File: src/rtl/hps_download_router.sv
// Packs the HPS ioctl byte stream into DATA_W words and routes them to one of REGIONS memory targets.
// A single output register holds one pending word; a blocked push raises ioctl_wait on the next cycle.
module hps_download_router #(
  parameter  int REGIONS    = 4,
  parameter  int ADDR_W     = 25,
  parameter  int DATA_W     = 16,
  parameter  int RESET_HOLD = 16,
  localparam int BYTES      = DATA_W / 8,
  localparam int LB         = $clog2(BYTES)
) (
  input  logic                   i_clk_sys,
  input  logic                   i_reset,
  input  logic                   i_ioctl_download,
  input  logic [7:0]             i_ioctl_index,
  input  logic                   i_ioctl_wr,
  input  logic [ADDR_W-1:0]      i_ioctl_addr,
  input  logic [7:0]             i_ioctl_dout,
  output logic                   o_ioctl_wait,
  output logic [REGIONS-1:0]     o_mem_wr,
  output logic [ADDR_W-LB-1:0]   o_mem_addr,
  output logic [DATA_W-1:0]      o_mem_din,
  output logic [BYTES-1:0]       o_mem_be,
  input  logic                   i_mem_ready,
  output logic                   o_core_reset,
  output logic [REGIONS-1:0]     o_dl_done,
  output logic                   o_dl_error
);

  localparam int LBW = (LB > 0) ? LB : 1;
  localparam int WAW = ADDR_W - LB;
  localparam int RW  = (REGIONS > 1) ? $clog2(REGIONS) : 1;
  localparam int CW  = $clog2(RESET_HOLD + 2);

  localparam logic [1:0] S_IDLE    = 2'd0;
  localparam logic [1:0] S_COLLECT = 2'd1;
  localparam logic [1:0] S_DRAIN   = 2'd2;
  localparam logic [1:0] S_HOLD    = 2'd3;

  logic [1:0]         r_state;
  logic [CW-1:0]      r_cnt;
  logic [RW-1:0]      r_region;
  logic               r_invalid;
  logic               r_dl_prev;
  logic [REGIONS-1:0] r_dl_done;
  logic               r_dl_error;

  logic [DATA_W-1:0]  r_asm_data, n_asm_data;
  logic [BYTES-1:0]   r_asm_be, n_asm_be;
  logic [WAW-1:0]     r_asm_waddr, n_asm_waddr;
  logic               r_asm_vld, n_asm_vld;
  logic               r_asm_full, n_asm_full;
  logic               r_hold_vld, n_hold_vld;
  logic [ADDR_W-1:0]  r_hold_addr, n_hold_addr;
  logic [7:0]         r_hold_dat, n_hold_dat;
  logic               r_wait, n_wait;
  logic [REGIONS-1:0] r_mem_wr, n_mem_wr;
  logic [WAW-1:0]     r_mem_addr, n_mem_addr;
  logic [DATA_W-1:0]  r_mem_din, n_mem_din;
  logic [BYTES-1:0]   r_mem_be, n_mem_be;

  logic               w_dl_rise;
  logic               w_idx_bad;
  logic               w_wr_new;
  logic               w_in_vld;
  logic [ADDR_W-1:0]  w_in_addr;
  logic [7:0]         w_in_dat;
  logic [WAW-1:0]     w_in_waddr;
  logic [LBW-1:0]     w_in_lane;
  logic               w_accept;
  logic [REGIONS-1:0] w_region_oh;
  logic               w_drain_done;
  logic               w_free;
  logic               w_push_old;

  assign w_dl_rise    = i_ioctl_download & ~r_dl_prev;
  assign w_idx_bad    = 32'(i_ioctl_index) >= REGIONS;
  assign w_wr_new     = (r_state == S_COLLECT) & i_ioctl_download & i_ioctl_wr &
                        ~r_invalid & ~r_wait & ~r_hold_vld;
  // A byte that arrives in the same cycle its predecessor word gets blocked is parked in r_hold_*.
  assign w_in_vld     = r_hold_vld | w_wr_new;
  assign w_in_addr    = r_hold_vld ? r_hold_addr : i_ioctl_addr;
  assign w_in_dat     = r_hold_vld ? r_hold_dat : i_ioctl_dout;
  assign w_in_waddr   = w_in_addr[ADDR_W-1:LB];
  assign w_in_lane    = (LB > 0) ? w_in_addr[LBW-1:0] : '0;
  assign w_accept     = (|r_mem_wr) & i_mem_ready;
  assign w_region_oh  = REGIONS'(1) << r_region;
  assign w_drain_done = (r_state == S_DRAIN) & ~r_asm_vld & ~r_hold_vld & ~(|r_mem_wr);

  always_comb begin
    n_asm_data  = r_asm_data;
    n_asm_be    = r_asm_be;
    n_asm_waddr = r_asm_waddr;
    n_asm_vld   = r_asm_vld;
    n_asm_full  = r_asm_full;
    n_hold_vld  = r_hold_vld;
    n_hold_addr = r_hold_addr;
    n_hold_dat  = r_hold_dat;
    n_wait      = 1'b0;
    n_mem_wr    = w_accept ? '0 : r_mem_wr;
    n_mem_addr  = r_mem_addr;
    n_mem_din   = r_mem_din;
    n_mem_be    = r_mem_be;
    w_free      = ~(|r_mem_wr) | i_mem_ready;
    w_push_old  = r_asm_vld & (r_asm_full | (r_state == S_DRAIN) |
                               (w_in_vld & (w_in_waddr != r_asm_waddr)));

    if (w_push_old) begin
      if (w_free) begin
        n_mem_wr    = w_region_oh;
        n_mem_addr  = r_asm_waddr;
        n_mem_din   = r_asm_data;
        n_mem_be    = r_asm_be;
        n_asm_data  = '0;
        n_asm_be    = '0;
        n_asm_vld   = 1'b0;
        n_asm_full  = 1'b0;
        w_free      = 1'b0;
      end else begin
        n_wait = 1'b1;
      end
    end

    if (w_in_vld && !n_asm_vld) begin
      n_asm_data  = '0;
      n_asm_be    = '0;
      n_asm_waddr = w_in_waddr;
      n_asm_vld   = 1'b1;
    end

    if (w_in_vld && n_asm_waddr == w_in_waddr && !n_asm_full) begin
      n_asm_data[{w_in_lane, 3'b000} +: 8] = w_in_dat;
      n_asm_be[w_in_lane]                  = 1'b1;
      n_hold_vld                           = 1'b0;
      if (w_in_lane == LBW'(BYTES - 1)) begin
        if (w_free) begin
          n_mem_wr    = w_region_oh;
          n_mem_addr  = n_asm_waddr;
          n_mem_din   = n_asm_data;
          n_mem_be    = n_asm_be;
          n_asm_data  = '0;
          n_asm_be    = '0;
          n_asm_vld   = 1'b0;
        end else begin
          n_asm_full  = 1'b1;
          n_wait      = 1'b1;
        end
      end
    end else if (w_wr_new) begin
      n_hold_vld  = 1'b1;
      n_hold_addr = i_ioctl_addr;
      n_hold_dat  = i_ioctl_dout;
    end
  end

  always_ff @(posedge i_clk_sys or posedge i_reset) begin
    if (i_reset) begin
      r_asm_data  <= '0;
      r_asm_be    <= '0;
      r_asm_waddr <= '0;
      r_asm_vld   <= 1'b0;
      r_asm_full  <= 1'b0;
      r_hold_vld  <= 1'b0;
      r_hold_addr <= '0;
      r_hold_dat  <= '0;
      r_wait      <= 1'b0;
      r_mem_wr    <= '0;
      r_mem_addr  <= '0;
      r_mem_din   <= '0;
      r_mem_be    <= '0;
    end else begin
      r_asm_data  <= n_asm_data;
      r_asm_be    <= n_asm_be;
      r_asm_waddr <= n_asm_waddr;
      r_asm_vld   <= n_asm_vld;
      r_asm_full  <= n_asm_full;
      r_hold_vld  <= n_hold_vld;
      r_hold_addr <= n_hold_addr;
      r_hold_dat  <= n_hold_dat;
      r_wait      <= n_wait;
      r_mem_wr    <= n_mem_wr;
      r_mem_addr  <= n_mem_addr;
      r_mem_din   <= n_mem_din;
      r_mem_be    <= n_mem_be;
    end
  end

  // r_dl_prev resets high so a download still running across reset is not taken as a new session.
  always_ff @(posedge i_clk_sys or posedge i_reset) begin
    if (i_reset) begin
      r_state    <= S_HOLD;
      r_cnt      <= CW'(RESET_HOLD);
      r_region   <= '0;
      r_invalid  <= 1'b0;
      r_dl_prev  <= 1'b1;
      r_dl_done  <= '0;
      r_dl_error <= 1'b0;
    end else begin
      r_dl_prev <= i_ioctl_download;
      case (r_state)
        S_IDLE, S_HOLD: begin
          if (w_dl_rise) begin
            r_region  <= i_ioctl_index[RW-1:0];
            r_invalid <= w_idx_bad;
            if (w_idx_bad) r_dl_error <= 1'b1;
            r_state   <= S_COLLECT;
          end else if (r_state == S_HOLD) begin
            if (r_cnt <= CW'(1)) r_state <= S_IDLE;
            if (r_cnt != '0) r_cnt <= r_cnt - CW'(1);
          end
        end
        S_COLLECT: begin
          if (!i_ioctl_download) r_state <= S_DRAIN;
        end
        S_DRAIN: begin
          if (w_drain_done) begin
            if (!r_invalid) r_dl_done <= r_dl_done | w_region_oh;
            r_cnt   <= CW'(RESET_HOLD);
            r_state <= S_HOLD;
          end
        end
        default: r_state <= S_IDLE;
      endcase
    end
  end

  assign o_ioctl_wait = r_wait;
  assign o_mem_wr     = r_mem_wr;
  assign o_mem_addr   = r_mem_addr;
  assign o_mem_din    = r_mem_din;
  assign o_mem_be     = r_mem_be;
  assign o_core_reset = (r_state == S_IDLE) ? i_ioctl_download : 1'b1;
  assign o_dl_done    = r_dl_done;
  assign o_dl_error   = r_dl_error;

endmodule

File: config.mk
export PLATFORM = sky130hd
export DESIGN_NAME = hps_download_router
export DESIGN_NICKNAME = d
export VERILOG_FILES = /design/src/rtl/hps_download_router.sv
export SDC_FILE = /design/constraint.sdc
export NUM_CORES = 1
export LEC_CHECK = 0
export CELL_PAD_IN_SITES_DETAIL_PLACEMENT = 0
export CELL_PAD_IN_SITES_GLOBAL_PLACEMENT = 1
export CORE_ASPECT_RATIO = 0.5
export CORE_MARGIN = 2
export CORE_UTILIZATION = 30
export DETAILED_ROUTE_END_ITERATION = 6
export PLACE_DENSITY_LB_ADDON = 0.1
export SKIP_CTS_REPAIR_TIMING = 1
export SLEW_MARGIN = 40
export SYNTH_ARGS = -nofsm -noshare
export SYNTH_HDL_FRONTEND = slang
export SYNTH_SLANG_ARGS = --single-unit
File: constraint.sdc
create_clock -name i_clk_sys -period 10.6 [get_ports i_clk_sys]
set_clock_uncertainty 0.1 [all_clocks]
set_input_delay 1.06 -clock i_clk_sys [delete_from_list [all_inputs] [get_ports i_clk_sys]]
set_output_delay 1.06 -clock i_clk_sys [all_outputs]
set_load 0.005 [all_outputs]
**Cells coloured by class**

Fill, decap, tap and diode cells in grey.
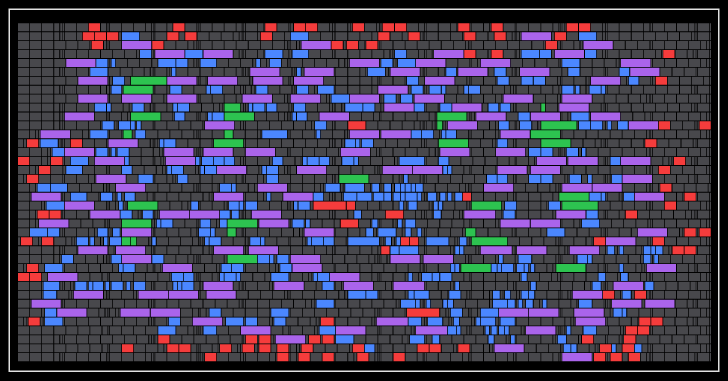
- blue: all other logic (cells 370; share of their area 37%)
- red: other buffers and delay cells (cells 109; share of their area 14%)
- green: clock drivers and dummy loads (cells 30; share of their area 7.3%)
- purple: flip-flops (cells 141; share of their area 42%)
final instance area: 8740 um2
Cell Rows: 38
Seq/total area: 40.4%

**Clock routing**

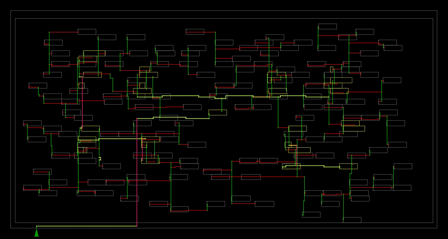
Late-Pin Clk Latency: 430 ps
clk sinks: 141
Clock buffer cells: 19

==> synth_stat cells, types with 2 or more instances <==
library cell / count
nor4_1: 7
ha_1: 7
nor2_1: 36
or2_2: 3
nand2b_1: 4
o21ai_0: 6
clkbuf_1: 6
a21oi_1: 9
mux2i_2: 8
a221o_1: 26
xnor2_1: 24
nand4_1: 3
o21bai_1: 3
and2_1: 3
a21oi_2: 2
o2bb2ai_1: 8
a31oi_1: 2
buf_4: 2
mux2_2: 7
buf_2: 9
mux2i_1: 75
mux2_4: 30
buf_6: 6
inv_1: 42
nor4_2: 2
a22o_1: 9
dfstp_2: 4
nand3_1: 3
dfrtp_1: 137
and3_1: 2
nand2_1: 22
o22ai_1: 5
==> reports/metrics.yaml <==
status: "complete, no violations"
grt_overflow: 0
cts_buffer_depth: 2
critPathKind: "register to register"
drc_errors: 0
layout-drive-gt1-share_pct: 16.5
postSynthAreaPerCell_um2: 12.6
r2r_slack_ps: 6500
simple_gate_share_pct: 7.07
final_net_count: 692
warning_count: 31
max_cap_violations: 0
crit_end: "r_asm_be[1]"
portBuffers: 98
area_growth_syn_to_layout_pct: 29.7
antenna_cells: 0
p_leak_nw: 3.80
cp_slowest_cell: "buf_4"
finalSetupViolCount: 0
die_x_um: 216
syn_inst: 535
top_cell_area_share_pct: 50.9
dr.pass1.iters: 4
pin_count: 99
worst_slack_ps: 6500
layout.cells.non_filler: 950
dp_hpwl_um: 11200
routed_via_density: 4.70
path_max_fanout: 34
